## src/rtl/bpa_pkg.sv

```systemverilog
// bpa_pkg: shared types, stage-count helper and parameter check for the bit-pipelined adder.
// Rev 1.0
`default_nettype none

`ifndef BPA_PKG_MACROS
`define BPA_PKG_MACROS
`define BPA_CHECK_DIV(n_, m_) \
  if (((n_) % (m_)) != 0) begin : g_bad_div \
    $error("bpa_pipe_addsub: N must be a multiple of M"); \
  end
`endif

package bpa_pkg;

  // Control half of a stage payload; the M-bit sum slice is carried alongside.
  typedef struct packed {
    logic valid;
    logic carry;
    logic carry_msb;
  } stage_ctl_t;

  function automatic int num_stages(input int n, input int m);
    return n / m;
  endfunction

endpackage : bpa_pkg

`default_nettype wire

```

## src/rtl/bpa_stage.sv

```systemverilog
// bpa_stage: one M-bit registered slice adder; data loads only for valid slots.
// Rev 1.0
`default_nettype none

module bpa_stage
  import bpa_pkg::*;
#(
  parameter int M = 4
) (
  input  logic         clk,
  input  logic         rst_n,
  input  logic         en_i,
  input  logic         valid_i,
  input  logic [M-1:0] a_slice_i,
  input  logic [M-1:0] b_slice_i,
  input  logic         cin_i,
  output logic [M-1:0] sum_slice_o,
  output logic         cout_o,
  output logic         cmsb_o,
  output logic         valid_o
);

  logic [M:0]   add_full;
  logic [M-1:0] sum_q, sum_d;
  stage_ctl_t   ctl_q, ctl_d;

  always_comb begin
    add_full = {1'b0, a_slice_i} + {1'b0, b_slice_i} + {{M{1'b0}}, cin_i};
    ctl_d    = ctl_q;
    sum_d    = sum_q;
    if (en_i) begin
      ctl_d.valid = valid_i;
      // Holding data through bubbles keeps the last valid result visible downstream.
      if (valid_i) begin
        sum_d           = add_full[M-1:0];
        ctl_d.carry     = add_full[M];
        ctl_d.carry_msb = a_slice_i[M-1] ^ b_slice_i[M-1] ^ add_full[M-1];
      end
    end
  end

  always_ff @(posedge clk or negedge rst_n) begin
    if (!rst_n) begin
      ctl_q <= '0;
      sum_q <= '0;
    end else begin
      ctl_q <= ctl_d;
      sum_q <= sum_d;
    end
  end

  assign sum_slice_o = sum_q;
  assign cout_o      = ctl_q.carry;
  assign cmsb_o      = ctl_q.carry_msb;
  assign valid_o     = ctl_q.valid;

endmodule : bpa_stage

`default_nettype wire

```

## src/rtl/bpa_pipe_addsub.sv

```systemverilog
// bpa_pipe_addsub: N-bit adder/subtractor pipelined in N/M carry-rippling stages with global stall.
// Rev 1.0
`default_nettype none

module bpa_pipe_addsub
  import bpa_pkg::*;
#(
  parameter int N = 16,
  parameter int M = 4
) (
  input  logic         clk,
  input  logic         rst_n,
  input  logic         in_valid,
  output logic         in_ready,
  input  logic [N-1:0] a,
  input  logic [N-1:0] b,
  input  logic         cin,
  input  logic         sub,
  output logic         out_valid,
  input  logic         out_ready,
  output logic [N-1:0] sum,
  output logic         cout,
  output logic         ovf,
  output logic         busy
);

  localparam int S = num_stages(N, M);

  `BPA_CHECK_DIV(N, M)

  logic         adv;
  logic [N-1:0] b_eff;
  logic [S:0]   slot_v;   // [0] is the incoming beat, [k+1] is stage k
  logic [S:0]   carry;
  logic         last_cmsb;

  assign adv       = !out_valid || out_ready;
  assign in_ready  = adv;
  assign b_eff     = sub ? ~b : b;
  assign slot_v[0] = in_valid;
  assign carry[0]  = sub ? 1'b1 : cin;

  for (genvar k = 0; k < S; k++) begin : g_slice
    logic [M-1:0] a_stg;
    logic [M-1:0] b_stg;
    logic [M-1:0] sum_stg;
    logic         cmsb;

    if (k == 0) begin : g_direct
      assign a_stg = a[M-1:0];
      assign b_stg = b_eff[M-1:0];
    end else begin : g_skew
      // Tap j sits at pipeline position j, alongside stage j's registers.
      for (genvar j = 0; j < k; j++) begin : g_tap
        logic [M-1:0] a_q, a_d;
        logic [M-1:0] b_q, b_d;
        if (j == 0) begin : g_head
          assign a_d = a[k*M +: M];
          assign b_d = b_eff[k*M +: M];
        end else begin : g_link
          assign a_d = g_tap[j-1].a_q;
          assign b_d = g_tap[j-1].b_q;
        end
        always_ff @(posedge clk or negedge rst_n) begin
          if (!rst_n) begin
            a_q <= '0;
            b_q <= '0;
          end else if (adv && slot_v[j]) begin
            a_q <= a_d;
            b_q <= b_d;
          end
        end
      end
      assign a_stg = g_tap[k-1].a_q;
      assign b_stg = g_tap[k-1].b_q;
    end

    bpa_stage #(.M(M)) u_stage (
      .clk        (clk),
      .rst_n      (rst_n),
      .en_i       (adv),
      .valid_i    (slot_v[k]),
      .a_slice_i  (a_stg),
      .b_slice_i  (b_stg),
      .cin_i      (carry[k]),
      .sum_slice_o(sum_stg),
      .cout_o     (carry[k+1]),
      .cmsb_o     (cmsb),
      .valid_o    (slot_v[k+1])
    );

    if (k == S - 1) begin : g_last
      assign last_cmsb     = cmsb;
      assign sum[k*M +: M] = sum_stg;
    end else begin : g_deskew
      logic cmsb_unused;
      assign cmsb_unused = cmsb;
      // Tap i sits at position k+1+i so the slice lines up with the last stage.
      for (genvar i = 0; i < S - 1 - k; i++) begin : g_tap
        logic [M-1:0] s_q, s_d;
        if (i == 0) begin : g_head
          assign s_d = sum_stg;
        end else begin : g_link
          assign s_d = g_tap[i-1].s_q;
        end
        always_ff @(posedge clk or negedge rst_n) begin
          if (!rst_n) begin
            s_q <= '0;
          end else if (adv && slot_v[k+1+i]) begin
            s_q <= s_d;
          end
        end
      end
      assign sum[k*M +: M] = g_tap[S-2-k].s_q;
    end
  end

  assign out_valid = slot_v[S];
  assign cout      = carry[S];
  assign ovf       = carry[S] ^ last_cmsb;
  assign busy      = |slot_v[S:1];

endmodule : bpa_pipe_addsub

`default_nettype wire

```

## config.mk

```make
export PLATFORM = sky130hd
export DESIGN_NAME = bpa_pipe_addsub
export DESIGN_NICKNAME = d
export VERILOG_FILES = /design/src/rtl/bpa_pkg.sv /design/src/rtl/bpa_stage.sv /design/src/rtl/bpa_pipe_addsub.sv
export SDC_FILE = /design/constraint.sdc
export NUM_CORES = 1
export LEC_CHECK = 0
export ABC_AREA = 1
export ABC_CLOCK_PERIOD_IN_PS = 1600
export CAP_MARGIN = 40
export CORE_UTILIZATION = 36
export CTS_CLUSTER_SIZE = 20
export DETAILED_ROUTE_END_ITERATION = 16
export PLACE_DENSITY = 0.64
export SETUP_SLACK_MARGIN = 0.15
export SYNTH_ARGS = -nofsm -noshare
export SYNTH_HDL_FRONTEND = slang
export SYNTH_HIERARCHICAL = 1
export SYNTH_SLANG_ARGS = --single-unit
```

## constraint.sdc

```tcl
create_clock -name clk -period 1.6 [get_ports clk]
set_clock_uncertainty 0.1 [all_clocks]
set_input_delay 0.24 -clock clk [delete_from_list [all_inputs] [get_ports clk]]
set_output_delay 0.24 -clock clk [all_outputs]
set_load 0.01 [all_outputs]
```

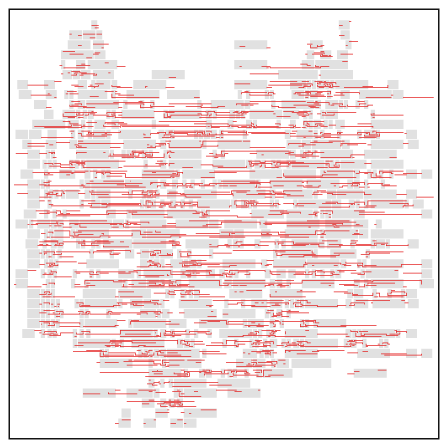
run_1/met1.png
wire length on this layer	5030 µm
share of all routed wire	48%
Total Wirelength: 10500 µm
routed vias: 3817

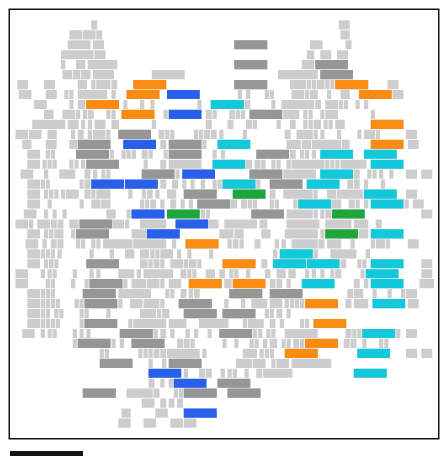
run_1/registers.png
Bar = 20 µm. Other sequential cells in the stronger gray, the rest of the logic in the fainter gray.
color	netlist name	flops
cyan	g_slice.g_deskew.g_tap.s_q	24
blue	g_slice.g_skew.g_tap.a_q	12
orange	g_slice.u_stage/sum_slice_o	16
green	g_slice.u_stage/valid_o	4
not colored	41
sequential power: 0.00402 W
sequential cell area share: 38.3%
register area: 2430 µm²
Final Core Density: 49.6%

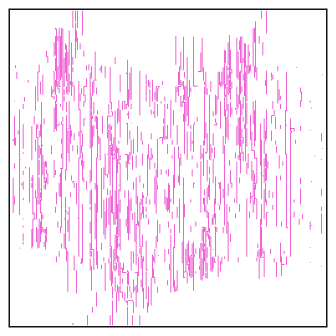
run_1/met2.png
wire length on this layer	4920 µm
nets with wire on the layer	538
main direction	vertical
longest straight run	46.1 µm
met2 usage: 26.6%

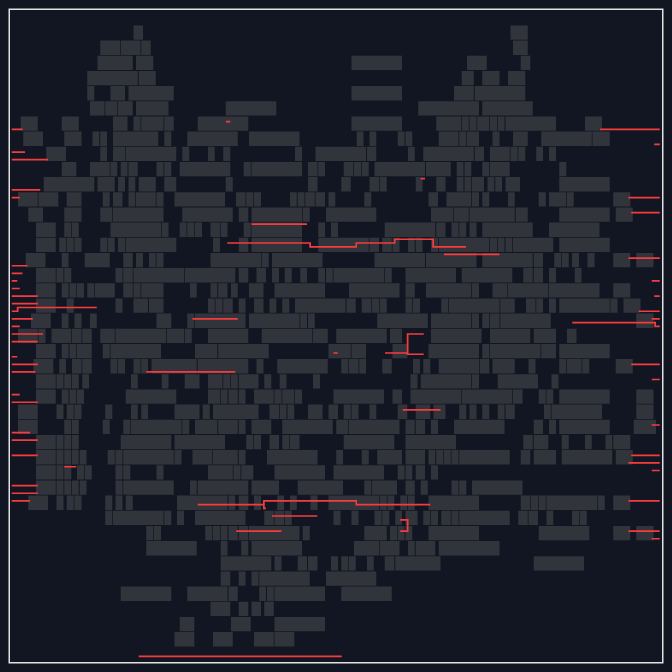
run_1/met3.png
share of all routed wire	3.7%
nets with wire on the layer	57
wire length on this layer	388 µm
main direction	horizontal
longest straight run	36.1 µm
met3 GRT Util: 2.94%

==> results_dict.tcl, run 1 <==
# place-and-route summary
set metrics [dict create \
    syn_area_um2 4760 \
    reg2reg_depth 4 \
    dominant_cells "registers" \
    worstPathArrival_ps 1800 \
    final_layout_top_logic_cell "nand2_1" \
    diodes 0 \
    cpLargestDelayFamily "adder cells" \
    dpl_cell_area_um2 5620 \
    grt_use_met1_pct 21.5 \
    routedLengthMet1_um 5030 \
    maxSlewHeadroom_pct 78.0 \
    ff_count 97 \
    setup-violations-final 5 \
    fill_cells 1201 \
    cts_tree "done" \
    wl_per_cell_um 12.5 \
    yosys_warnings 6 \
    violations "setup timing" \
    warnings 29 \
    power-top-group "combinational logic" \
    fin_hold_ws_ps 240 \
    setup_tns_ps -60.1 \
    logic_gates 399 \
    clkTransAtPathRegs_ps 60 \
    met3_length_um 388 \
    comb_area_share_pct 33.9 \
    ant_nets 0 \
    worstPathCellList "fa_2 -> inv_2 -> fa_2 -> o21ai_2" \
    critical_path_depth 4 \
    r2r-end "g_slice[3].u_stage/sum_slice_o[1]" \
    die_area_um2 13700 \
    synthCells 569 \
    cts_setup_buffers 7 \
    seqPwrFrac_pct 37.0 \
    cellPowerDensity_nw_per_um2 1710 \
    slowest_delay_ps 440 \
    slowest_stage "fa_2" \
    syn_nets 627 \
    power_w 0.0109 \
    placementRows 41 \
    status "finished with violations" \
    tap_cells 172 \
    p_int_w 0.00686 \
    grt_max_degree 35 \
    clock_buffers 12 \
    fmax_ghz 0.616 \
    area_growth_pct 33.2 \
    cts_max_level 3 \
    synth_area_per_cell_um2 8.36 \
    worst-path-buf-inv 1 \
    antenna_found_initial 0 \
    fp.coreArea_um2 12800 \
    cts_buffers 9 \
    combGateArea_um2 2150 \
    nNonClkInverters 50 \
    die_h_um 117 \
    numPortBuffers 58 \
    p_clk_share_pct 20.9 \
    p_sw_share_pct 36.9 \
    cts-root-buf "clkbuf_16" \
    core_util_floorplan_pct 37.2 \
    finalClockPeriodUsage_pct 102 \
    p_sw_w 0.00401 \
    r2r_slack_ps -20 \
    clk_share_pct 4.92 \
    path_common_cell "fa_2" \
    track_usage_pct 16.2 \
    drt_iter0_markers 180 \
    slew_viol_final 0 \
    nNetsFinal 718 \
    period_needed_ps 1620 \
    drc 0 \
    hp-class "input pin to asynchronous set/reset pin" \
    first_global_vias 3739 \
    final_cell_mix "241 x nand2_1, 97 x dfrtp_1, 62 x nand3_1, 37 x inv_1, 31 x clkdlybuf4s50_1" \
    dp_hpwl_um 7380 \
    setup_slack_ps -24.2 \
    top_usage_layer "met2" \
    layoutNonFillerInstCount 836 \
    path_class "flop to flop" \
    wl_met2_um 4920 \
    buffers 103 \
    crit_end "g_slice[3].u_stage/sum_slice_o[1]" \
    end_kind "flop" \
    clock_net_power_w 0.00227 \
    via_per_inst 4.57 \
    grt_pass1_wl_um 17200 \
    die_w_um 117 \
    hold_viol 0 \
]
==> run 2: changes to the inputs <==
Settings changed: CAP_MARGIN 40 to 20, CTS_CLUSTER_SIZE 20 to 14.
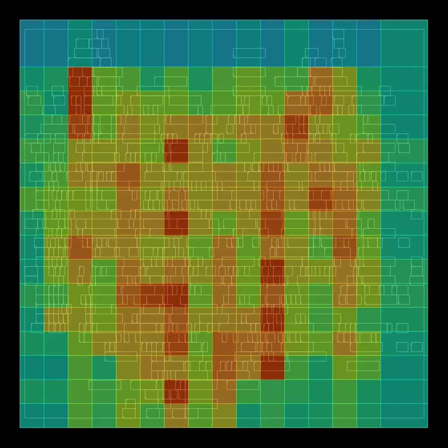
run_2/final_congestion.png
gr busiest metal: met2
GR Layer Usage met1: 21.5%
GRT Overall Usage: 16.2%
wire length per cell: 12.5 µm

==> results_dict.tcl, run 2 <==
# place-and-route summary
set metrics [dict create \
    yosys_warnings 6 \
    tap_cells 172 \
    cts_setup_buffers 7 \
    syn_area_um2 4760 \
    met3_length_um 388 \
    dpl_cell_area_um2 5620 \
    nNonClkInverters 50 \
    drt-total-wl_um 10500 \
    end_kind "flop" \
    clock_net_power_w 0.00227 \
    die_h_um 117 \
    drc 0 \
    cellPowerDensity_nw_per_um2 1710 \
    setup_slack_ps -24.2 \
    final_cell_mix "241 x nand2_1, 97 x dfrtp_1, 62 x nand3_1, 37 x inv_1, 31 x clkdlybuf4s50_1" \
    clkTransAtPathRegs_ps 60 \
    critical_path_depth 4 \
    cpLargestDelayFamily "adder cells" \
    r2r-end "g_slice[3].u_stage/sum_slice_o[1]" \
    cts_buffers 9 \
    status "finished with violations" \
    fill_cells 1201 \
    period_needed_ps 1620 \
    worstPathArrival_ps 1800 \
    clk_share_pct 4.92 \
    slew_viol_final 0 \
    grtUsageMet2_pct 26.6 \
    fin_util_pct 49.6 \
    path_class "flop to flop" \
    routedLengthMet1_um 5030 \
    finalClockPeriodUsage_pct 102 \
    cts_tree "done" \
    violations "setup timing" \
    power-top-group "combinational logic" \
    combGateArea_um2 2150 \
    grt_use_met3_pct 2.94 \
    dp_hpwl_um 7380 \
    p_int_w 0.00686 \
    hp-class "input pin to asynchronous set/reset pin" \
    maxSlewHeadroom_pct 78.0 \
    final_layout_top_logic_cell "nand2_1" \
    synth_area_per_cell_um2 8.36 \
    via_per_inst 4.57 \
    numPortBuffers 58 \
    reg2reg_depth 4 \
    syn_nets 627 \
    layoutNonFillerInstCount 836 \
    fp.coreArea_um2 12800 \
    worst-path-buf-inv 1 \
    core_util_floorplan_pct 37.2 \
    ant_nets 0 \
    comb_area_share_pct 33.9 \
    warnings 29 \
    wl_met2_um 4920 \
    grt_pass1_wl_um 17200 \
    p_clk_share_pct 20.9 \
    setup-violations-final 5 \
    drt_iter0_markers 180 \
    worstPathCellList "fa_2 -> inv_2 -> fa_2 -> o21ai_2" \
    powerSeq_w 0.00402 \
    crit_end "g_slice[3].u_stage/sum_slice_o[1]" \
    path_common_cell "fa_2" \
    nNetsFinal 718 \
    ff_count 97 \
    fin_hold_ws_ps 240 \
    area.sequential_um2 2430 \
    setup_tns_ps -60.1 \
    slowest_delay_ps 440 \
    area_growth_pct 33.2 \
    power_w 0.0109 \
    cts_max_level 3 \
    clock_buffers 12 \
    slowest_stage "fa_2" \
    antenna_found_initial 0 \
    buffers 103 \
    diodes 0 \
    seqPwrFrac_pct 37.0 \
    synthCells 569 \
]
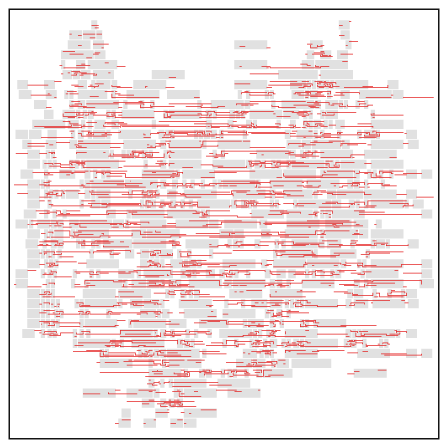
run_2/met1.png
nets with wire on the layer	643
wire length on this layer	5030 µm

No activity file was given, so power comes from the tool's default toggle rates.
